Figure 1. Metal 1 (run 1).
Scale: 1.5 px per micron.
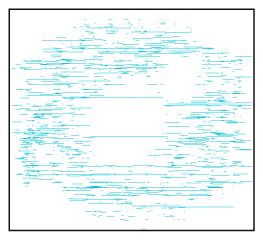
Figure 2. Layout detail (run 1).
Region (109, 97) to (134, 122) microns. Cells in grey, sequential cells in the stronger grey; small squares are vias.
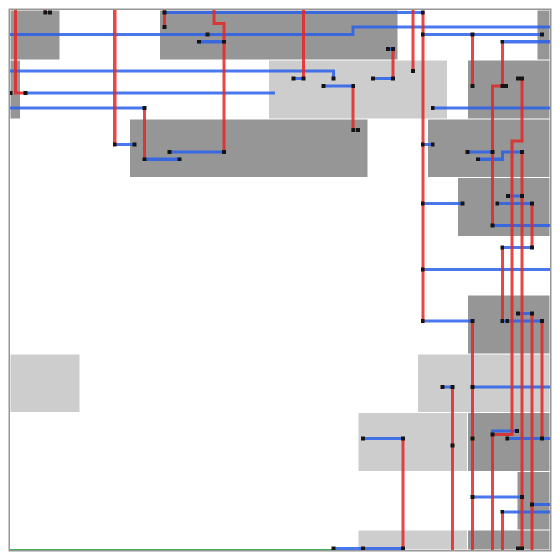
Figure 3. Gate-type map (run 1).
Scale: 1.5 px per micron.
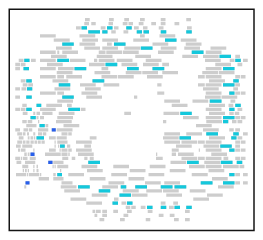
$ cat config.mk
export PLATFORM = sky130hd
export DESIGN_NAME = pe_eject_buf
export DESIGN_NICKNAME = d
export VERILOG_FILES = /design/src/rtl/pe_eject_buf.sv
export SDC_FILE = /design/constraint.sdc
export NUM_CORES = 1
export LEC_CHECK = 0
export CAP_MARGIN = 20
export CORE_ASPECT_RATIO = 0.9
export CORE_MARGIN = 3
export CORE_UTILIZATION = 28
export CTS_BUF_LIST = sky130_fd_sc_hd__clkbuf_4 sky130_fd_sc_hd__clkbuf_8
export DETAILED_ROUTE_END_ITERATION = 10
export HOLD_SLACK_MARGIN = 0.06
export PLACE_DENSITY = 0.58
export SYNTH_ARGS = -nofsm -noshare
export SYNTH_HDL_FRONTEND = slang
export SYNTH_SLANG_ARGS = --single-unit
$ cat constraint.sdc
create_clock -name clk -period 5.3 [get_ports clk]
set_clock_uncertainty 0.15 [all_clocks]
set_input_delay 1.06 -clock clk [delete_from_list [all_inputs] [get_ports clk]]
set_output_delay 1.06 -clock clk [all_outputs]
set_load 0.02 [all_outputs]
$ cat src/rtl/pe_eject_buf.sv
// pe_eject_buf: ejection stage after the 2-VC PE arbiter/mux.
// Accepts flits from the arbiter-selected VC and queues them, tagged with
// their VC id, in a small FIFO. Delivers them to the PE over valid/ready and
// returns one credit per dequeued flit to the VC it came from.
// A packet-contiguity checker raises a sticky pkt_err on protocol violations.
// Optional feature: define PE_EJECT_BYPASS_EN for a zero-latency path when
// the FIFO is empty and the PE is ready.
module pe_eject_buf #(
  parameter int DATA_W = 32,
  parameter int DEPTH  = 4,
  parameter int PTR_W  = 2
) (
  input  logic              clk,
  input  logic              rst_,
  input  logic [1:0]        sel,
  input  logic [DATA_W+1:0] in_flit0,
  input  logic              in_valid0,
  input  logic [DATA_W+1:0] in_flit1,
  input  logic              in_valid1,
  output logic [1:0]        in_ready,
  output logic [DATA_W+1:0] out_flit,
  output logic              out_vc,
  output logic              out_valid,
  input  logic              out_ready,
  output logic [1:0]        credit,
  output logic              pkt_err
);

  localparam int FW = DATA_W + 2;
  localparam logic [PTR_W:0] FULL_CNT = (PTR_W + 1)'(DEPTH);

  typedef enum logic [1:0] {
    T_BODY   = 2'b00,
    T_HEAD   = 2'b01,
    T_TAIL   = 2'b10,
    T_SINGLE = 2'b11
  } flit_type_e;

  typedef enum logic {
    S_IDLE = 1'b0,
    S_PKT  = 1'b1
  } pkt_state_e;

  // FIFO storage: {vc, flit} per entry
  logic [FW:0]      mem_q [DEPTH];
  logic [PTR_W-1:0] wr_ptr_q, wr_ptr_d;
  logic [PTR_W-1:0] rd_ptr_q, rd_ptr_d;
  logic [PTR_W:0]   count_q, count_d;

  // Packet checker state
  pkt_state_e state_q;
  logic       cur_vc_q;
  logic       pkt_err_q;

  // Datapath / handshake nets
  logic          full;
  logic          empty;
  logic          sel_conflict;
  logic          acc_vc;
  logic [FW-1:0] acc_flit;
  flit_type_e    acc_type;
  logic          enq;
  logic          deq;
  logic          bypass_take;
  logic          fifo_wr;
  logic          fifo_rd;
  logic [FW:0]   head_entry;

  assign full         = (count_q == FULL_CNT);
  assign empty        = (count_q == '0);
  assign sel_conflict = &sel;

  // Selected-VC flit; with one-hot sel, sel[1] is the VC id
  assign acc_vc   = sel[1];
  assign acc_flit = sel[1] ? in_flit1 : in_flit0;
  assign acc_type = flit_type_e'(acc_flit[FW-1:DATA_W]);

  // Accept only with a legal one-hot select, room in the FIFO and not in reset
  assign in_ready = (rst_ || sel_conflict || full) ? 2'b00 : sel;
  assign enq      = |(in_ready & {in_valid1, in_valid0});

`ifdef PE_EJECT_BYPASS_EN
  assign bypass_take = empty & out_ready & enq;
`else
  assign bypass_take = 1'b0;
`endif

  assign head_entry = mem_q[rd_ptr_q];

  // Bypassed flit overrides the (empty) FIFO head on the output port
  assign out_flit  = bypass_take ? acc_flit : head_entry[FW-1:0];
  assign out_vc    = bypass_take ? acc_vc   : head_entry[FW];
  assign out_valid = ~rst_ & (~empty | bypass_take);

  assign deq     = out_valid & out_ready;
  assign fifo_wr = enq & ~bypass_take;
  assign fifo_rd = deq & ~bypass_take;

  // Credit goes back to the VC of the flit leaving this cycle
  assign credit = deq ? (out_vc ? 2'b10 : 2'b01) : 2'b00;

  assign pkt_err = pkt_err_q;

  // Next-state for pointers and occupancy
  always_comb begin
    wr_ptr_d = wr_ptr_q;
    rd_ptr_d = rd_ptr_q;
    count_d  = count_q;
    if (fifo_wr) begin
      wr_ptr_d = wr_ptr_q + 1'b1;
    end
    if (fifo_rd) begin
      rd_ptr_d = rd_ptr_q + 1'b1;
    end
    unique case ({fifo_wr, fifo_rd})
      2'b10:   count_d = count_q + 1'b1;
      2'b01:   count_d = count_q - 1'b1;
      default: count_d = count_q;
    endcase
  end

  // Pointer and occupancy registers; reset discards buffered flits
  always_ff @(posedge clk) begin
    if (rst_) begin
      wr_ptr_q <= '0;
      rd_ptr_q <= '0;
      count_q  <= '0;
    end else begin
      wr_ptr_q <= wr_ptr_d;
      rd_ptr_q <= rd_ptr_d;
      count_q  <= count_d;
    end
  end

  // FIFO entry write; contents need no reset since count gates visibility
  always_ff @(posedge clk) begin
    if (fifo_wr) begin
      mem_q[wr_ptr_q] <= {acc_vc, acc_flit};
    end
  end

  // Packet contiguity checker over accepted flits, sticky error flag
  always_ff @(posedge clk) begin
    if (rst_) begin
      state_q   <= S_IDLE;
      cur_vc_q  <= 1'b0;
      pkt_err_q <= 1'b0;
    end else begin
      if (sel_conflict) begin
        pkt_err_q <= 1'b1;
      end
      if (enq) begin
        unique case (state_q)
          S_IDLE: begin
            unique case (acc_type)
              T_HEAD: begin
                state_q  <= S_PKT;
                cur_vc_q <= acc_vc;
              end
              T_SINGLE: state_q <= S_IDLE;
              default:  pkt_err_q <= 1'b1;
            endcase
          end
          S_PKT: begin
            if (acc_vc != cur_vc_q) begin
              // Interleaving VC: flag it; a new head re-targets the checker
              pkt_err_q <= 1'b1;
              if (acc_type == T_HEAD) begin
                cur_vc_q <= acc_vc;
              end
            end else begin
              unique case (acc_type)
                T_BODY:  state_q <= S_PKT;
                T_TAIL:  state_q <= S_IDLE;
                default: pkt_err_q <= 1'b1;
              endcase
            end
          end
          default: state_q <= S_IDLE;
        endcase
      end
    end
  end

endmodule

==> flow_summary.json, run 1 <==
{
  "pwr-share-clk_pct": 37.3,
  "ys.flops": 152,
  "grt_pass1_vias": 3581,
  "grtUsageMet1_pct": 12.3,
  "warnings": 29,
  "fp_nets": 379,
  "hold-worst-slack_ns": 0.304,
  "num-nets-final": 503,
  "cts_tree": "built",
  "vias_per_cell": 4.31,
  "post_cts.repair.setup_buffers": 0,
  "async_flop_share_pct": 0,
  "grtUsageTotal_pct": 10.5,
  "gp_congestion": 0.725,
  "wirelength_microns": 11900,
  "cts_resized": 0,
  "std_cell_rows": 50,
  "critPathRequiredTime_ns": 4.09,
  "outcome": "complete, no violations",
  "vias": 3100,
  "drv_slew": 0,
  "leakagePower_nw": 2.54,
  "final_layout_size_suffix_gt1_share_pct": 25.1,
  "p_per_area_nw_per_um2": 326,
  "fill_cells": 2009,
  "dieArea_sq_um": 23700,
  "hpwl_microns": 7430,
  "grt_max_degree": 46,
  "initCoreUtil_pct": 29.0,
  "num_antenna_cells": 0,
  "period_needed_ns": 4.27,
  "clock.fmax_mhz": 234,
  "globalRoute.busiestLayer": "met2",
  "ys.flop_type": "edfxtp_1",
  "top_regs": "mem_q: 140 flops, count_q: 3 flops",
  "io_buffers": 115,
  "logic_family": "multiplexers",
  "cp_max_fo": 15,
  "drt_iter0_drc": 193,
  "hold_buffers": 0
}
## Picture notes: Figure 1
nets with wire on the layer = 439
share of all routed wire = 43%
main direction = horizontal
wire length on this layer = 5070 microns

## Picture notes: Figure 2
green -> met3
blue -> met1
red -> met2
most frequent = edfxtp_1 (3)
netlist names of flops here include = mem_q (3)
sequential cells in the window = 3
cells with their middle in the window = 6

## Picture notes: Figure 3
blue -> XOR/XNOR gates  # cells 4
cyan -> multiplexers  # cells 73, most used mux4_2, where spread over the die

## run 1: cells in the final DEF (no fill, tap or decap), types with 2 or more instances in the layout
| cell type | instances |
|---|---|
| a21oi_1 | 6 |
| and2_1 | 3 |
| and2_2 | 4 |
| buf_4 | 3 |
| bufinv_16 | 5 |
| clkbuf_8 | 17 |
| clkdlybuf4s50_1 | 114 |
| clkinv_1 | 3 |
| dfxtp_1 | 10 |
| dfxtp_2 | 2 |
| edfxtp_1 | 140 |
| ha_1 | 5 |
| inv_1 | 7 |
| inv_6 | 3 |
| mux2_2 | 33 |
| mux2i_1 | 3 |
| mux4_2 | 35 |
| nor2_1 | 10 |
| nor2b_1 | 3 |
| nor3b_1 | 2 |
| xnor2_1 | 2 |
| xor2_1 | 2 |
## run 1: cell type report
| type | count | share of cell area (%) |
|---|---|---|
| clock buffers | 18 | 3.00 |
| clock inverters | 13 | 2.49 |
| inverters | 7 | 0.327 |
| multi-input cells | 126 | 19.9 |
| flip-flops and latches | 152 | 55.3 |
| well taps | 286 | 4.45 |
| repair buffers | 118 | 14.5 |
## run 1: worst paths after layout
kind / endpoint / slack (ns) / startpoint / cells past startpoint
max: credit[1] / 1.03 / rst_ / 4
min reg2reg: flop / 0.30 / rd_ptr_q[1] / 1
min: flop / 0.30 / rd_ptr_q[1] / 1
max reg2reg: count_q[2] / 2.72 / count_q[2] / 8
## run 1: cells in the mapped netlist, types with 2 or more instances
cell type,number,area [sq um]
buf_4,6,45.0
inv_1,7,26.3
dfxtp_1,12,240
xor2_1,2,17.5
buf_2,2,10.0
nor2b_1,3,18.8
mux4_2,35,788
nor3b_1,2,15.0
ha_1,5,62.6
xnor2_1,2,17.5
mux2_2,33,372
edfxtp_1,140,4200
buf_1,3,11.3
a21oi_1,6,30.0
mux2i_1,3,30.0
and2_1,7,43.8
nor2_1,10,37.5
## run 1: power by group through the flow
stage,Sequential [mW],Combinational (mW),Clock (mW)
6_report,1.36,0.285,0.978
5_1_grt,1.36,0.308,1.07
4_1_cts,1.36,0.292,1.01
3_5_place_dp,1.39,0.290,0
3_3_place_gp,1.38,0.284,0
2_1_floorplan,1.38,0.156,0
## run 1: cells by family (layout without fill, tap and decap cells)
logic type / after synthesis / count (layout)
buffers and inverters: 20 / 156
AOI/OAI and AO/OA: 13 / 13
muxes: 73 / 73
DFF: 152 / 152
and+or+nand+nor: 30 / 30
xor gates and xnor gates: 4 / 4
adders and majority gates: 6 / 6
## run 1: worst max-delay path, stage by stage
cell and delay [ns]:
clkdlybuf4s50_1 0.68, nor3b_2 0.52, and2_1 0.19, clkdlybuf4s50_1 0.60
## run 1: metrics by stage
step | area, sq um | total power [mW] | setup slack, ns | util, % | instances
floorplan | 6140 | 1.54 | 2.25 | - | 298
global placement | 7600 | 1.67 | 1.05 | 35.9 | 689
detailed placement | 7600 | 1.68 | 0.994 | 35.9 | 689
CTS | 8040 | 2.66 | 0.995 | 38.0 | 720
global route | 8040 | 2.74 | 0.864 | 38.0 | 720
finish | 8040 | 2.62 | 1.03 | 38.0 | 720
## run 1: routing by layer
layer  share of wire (%)  wire [microns]
met5                   0               0
met2                  50            5960
met3                 6.6             789
met4                0.55              66
met1                  43            5070
==> run 2: changes to the inputs <==
- clock period: 5.3 -> 4.4 ns (I/O delays scaled with it)
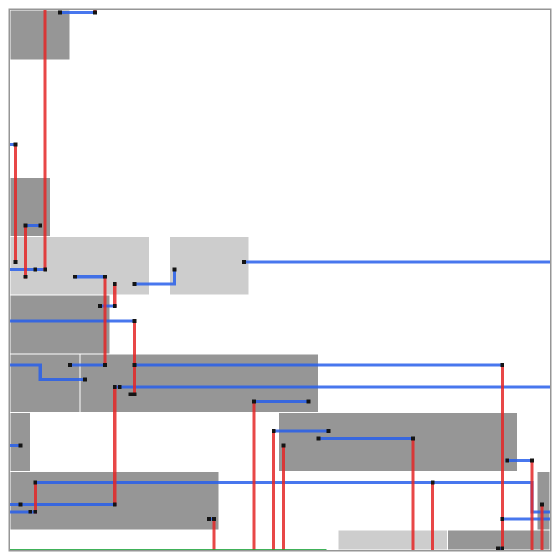
Figure 4: run 2, layout detail.
Region (109, 97) to (134, 122) microns. Cells in grey, sequential cells in the stronger grey; small squares are vias.
green -> met3
red -> met2
blue -> met1
cells with their middle in the window = 5
netlist names of flops here include = mem_q (3)
most frequent = edfxtp_1 (3), mux4_2 (1), clkdlybuf4s50_1 (1)
sequential cells in the window = 3

==> run 2 against run 1 <==
  * Power rose by 13%
  * First-iteration DRC count shrank 43%
  * Final cell count rose by 0.97%
  * Design area grew 0.26%
  * Highest routed layer unchanged
  * Critical path depth grew 1
  * Non-clock buffer count increased by 6
  * Count of clock-buffer cells in the layout grew 1
  * Critical path type unchanged
  * Worst setup slack worse by 0.40 ns
  * Sequential share of layout area shrank 0.15 points
  * Sequential cell count unchanged
  * Wire length up 3.9%
  * Sequential power increased by about 20%
==> flow_summary.json, run 2 <==
{
  "path_common_cell": "clkdlybuf4s50_1",
  "grtUsageTotal_pct": 11.1,
  "logic_family": "multiplexers",
  "io_buffers": 115,
  "fill_cells": 1991,
  "drt_iter0_drc": 110,
  "ys.flops": 152,
  "vias_per_cell": 4.42,
  "post_cts.repair.setup_buffers": 0,
  "cpLargestDelayFamily": "buffers and inverters",
  "holdPathStages": 1,
  "num_antenna_cells": 0,
  "synth.most_common_cell": "edfxtp_1",
  "top_regs": "mem_q: 140 flops, count_q: 3 flops",
  "hp-start": "rd_ptr_q[1]",
  "path_cells": "clkdlybuf4s50_1, a21o_1, a21oi_1, and2_1, clkdlybuf4s50_1",
  "dieArea_sq_um": 23700,
  "cts_resized": 0,
  "r2r_end": "count_q[2]",
  "ys.flop_type": "edfxtp_1",
  "grt_max_degree": 44,
  "r2r_start": "count_q[2]",
  "fin_util_pct": 38.1,
  "vias": 3211,
  "async_flop_share_pct": 0,
  "critPathRequiredTime_ns": 3.37,
  "ff2ff_setup_slack_ns": 1.87,
  "grt_pass1_vias": 3590,
  "gp_congestion": 0.700,
  "drv_slew": 0,
  "warnings": 29,
  "cts_tree": "built",
  "clock.fmax_mhz": 265,
  "netlist.area_leader.share_pct": 68.5,
  "cp_num_buf_inv": 2,
  "leakagePower_nw": 2.54,
  "layout_top_cell": "edfxtp_1",
  "synthTopCellsByCount": "edfxtp_1, mux4_2, mux2_2",
  "outcome": "complete, no violations",
  "hpwl_microns": 8110
}
-- run 2: cell count changes in the layout (fill, tap and decap cells not counted), sizes merged --
cell	before	now
inv	10	12
clkbuf	18	19
buf	4	10
bufinv	5	1
clkinvlp	1	3
-- run 2: cells by family (layout without fill, tap and decap cells) --
family,Yosys count,count (layout)
buf+inv,20,163
mux,73,73
flops,152,152
compound gates,13,13
simple gates,30,30
xor+xnor,4,4
fa+ha+maj,6,6
-- run 2: area by class of cell --
cell class                 instances  area (sq um)  area share [%]
timing repair buffer             124          1260            15.7
multi-input combinational        126          1600            19.8
clock buffer                      19           249            3.09
sequential                       152          4450            55.2
tap                              286           358            4.44
clock inverter                    13           119            1.47
inverter                           7          26.3           0.326
-- run 2: worst max-delay path by stage --
stage                      start           to  slack, ns  depth (start not counted)
after detailed placement    rst_    credit[1]       0.60                          4
final                       rst_  in_ready[1]       0.63                          5
after floorplan           sel[0]  mem_q[0][0]       1.53                          3
after global placement      rst_    credit[0]       0.62                          4
after CTS                   rst_    credit[1]       0.60                          4
after global routing        rst_    credit[0]       0.48                          4
-- run 2: report_power, final --
group	internal [mW]	switching, mW	total, mW
Combinational	0.193	0.160	0.354
Sequential	1.62	0.0126	1.63
Clock	0.464	0.515	0.979
-- run 2: per-layer routing --
layer | wire [microns] | global-route usage [%] | vias up
li1 | - | - | 1463
met4 | 101 | 3.33 | 0
met3 | 736 | 4.17 | 9
met2 | 6120 | 17.9 | 91
met5 | 0 | 0 | -
met1 | 5400 | 13.8 | 1648
-- run 2: through the flow --
step	area (sq um)	cells	setup WS, ns	hold slack, ns	power (mW)
floorplan	6140	298	1.53	0.278	1.85
global placement	7690	695	0.624	0.282	2.02
detailed placement	7690	695	0.603	0.301	2.03
CTS	8060	727	0.602	0.314	3.01
global route	8060	727	0.476	0.338	3.10
finish	8060	727	0.632	0.304	2.96
==> run 3: changes to the inputs <==
- CORE_UTILIZATION: 28 -> 41
- GPL_TIMING_DRIVEN: not set -> 1
- PLACE_DENSITY: 0.58 -> 0.75
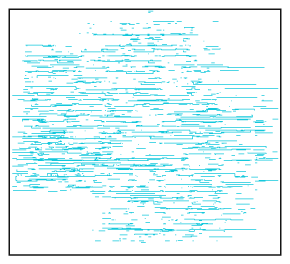
Figure 5: run 3, metal 1.
Scale: 2 px per micron.
wire length on this layer = 4940 microns
share of all routed wire = 44%
nets with wire on the layer = 448

==> run 3 against run 2 <==
  * First-iteration DRC count grew 120%
  * Global-route usage up 3.2 points
  * Synthesized cell count unchanged
  * Worst setup slack gained 0.18 ns
==> flow_summary.json, run 3 <==
{
  "ys.flops": 152,
  "netlist.area_leader.share_pct": 68.5,
  "cts_resized": 0,
  "ff2ff_setup_slack_ns": 2.00,
  "post_cts.repair.setup_buffers": 0,
  "top_area_cell": "edfxtp_1",
  "path_cells": "clkdlybuf4s50_1, a21o_1, a21oi_1, and2_1, clkdlybuf4s50_1",
  "num_antenna_cells": 0,
  "r2r_start": "count_q[2]",
  "drv_slew": 0,
  "fill_cells": 1068,
  "final_area_sq_um": 7970,
  "hp-start": "rd_ptr_q[1]",
  "slowest_stage": "clkdlybuf4s50_1",
  "grt_max_degree": 44,
  "place_ws_ns": 0.818,
  "grt_pass1_vias": 3351,
  "synthTopCellsByCount": "edfxtp_1, mux4_2, mux2_2",
  "period_needed_ns": 3.59,
  "max_flop_register": "mem_q",
  "gp_congestion": 0.724,
  "cp_num_buf_inv": 2,
  "r2r_end": "count_q[2]",
  "drt_iter0_drc": 242,
  "initCoreUtil_pct": 42.9,
  "top_regs": "mem_q: 140 flops, count_q: 3 flops",
  "critical_path.max_stage_delay_ns": 0.60,
  "hold_buffers": 0,
  "layout_top_cell": "edfxtp_1",
  "ys.flop_type": "edfxtp_1",
  "synth.most_common_cell": "edfxtp_1",
  "cts_tree": "built",
  "seqCellArea_sq_um": 4450,
  "lay_top_cells": "edfxtp_1, clkdlybuf4s50_1, mux4_2",
  "leakagePower_nw": 2.58,
  "cpLargestDelayFamily": "buffers and inverters",
  "async_flop_share_pct": 0,
  "num-nets-final": 513,
  "warnings": 29,
  "final_layout_size_suffix_gt1_share_pct": 27.4,
  "dieArea_sq_um": 16500,
  "ff2ff_path_depth": 8,
  "power_mw": 3.05,
  "outcome": "complete, no violations",
  "cp_max_fo": 4,
  "hpwl_microns": 7560,
  "placed_area_sq_um": 7560,
  "vias_per_cell": 4.97,
  "io_buffers": 115,
  "layout_setup_ws_ns": 0.809,
  "yosys-top-cells-area": "edfxtp_1, mux4_2, mux2_2, dfxtp_1, ha_1",
  "critPathRequiredTime_ns": 3.37
}
run 3: cell counts after synthesis:
No cell type changed its count.
run 3: worst max-delay path by stage:
stage	startpoint	end	slack, ns	cells after the start
finish	sel[0]	in_ready[0]	0.81	5
global route	sel[0]	in_ready[0]	0.71	5
CTS	sel[0]	in_ready[0]	0.79	5
detailed placement	sel[0]	in_ready[0]	0.82	5
global placement	rst_	in_ready[0]	0.86	5
floorplan	sel[0]	mem_q[0][0]	1.53	3
run 3: per-layer routing:
metal | share of wire (%) | GRT usage (%) | vias to the layer above
met5 | 0 | 0 | -
met4 | 0.51 | 3.40 | 0
met3 | 5.4 | 4.21 | 5
met2 | 50 | 23.1 | 92
met1 | 44 | 19.3 | 1607
li1 | - | - | 1469
run 3: stage by stage:
step	util [%]	cells
CTS	55.7	638
detailed placement	52.8	606
floorplan	-	298
global placement	52.8	606
global route	55.7	638
finish	55.7	638
run 3: power breakdown:
part / total (mW) / switching [mW] / internal, mW
combinational: 0.352 / 0.160 / 0.192
clock: 1.06 / 0.474 / 0.588
sequential: 1.63 / 0.0123 / 1.62
run 3: cell type report:
cell class,count,area share [%]
clock buffers,21,3.31
clock inverters,11,1.85
inverters,7,0.330
multi-input cells,126,20.1
flip-flops and latches,152,55.8
well taps,193,3.03
repair buffers,128,15.6
run 3: cells by family after synthesis:
family                     after synthesis  share of synthesized area (%)
DFF                                    152                           72.4
muxes                                   73                           19.8
and+or+nand+nor                         30                           2.77
buffers and inverters                   20                           1.65
AOI/OAI and AO/OA                       13                           1.49
adders and majority gates                6                           1.34
xor gates and xnor gates                 4                          0.571
Power is estimated from default activity; no workload was simulated.
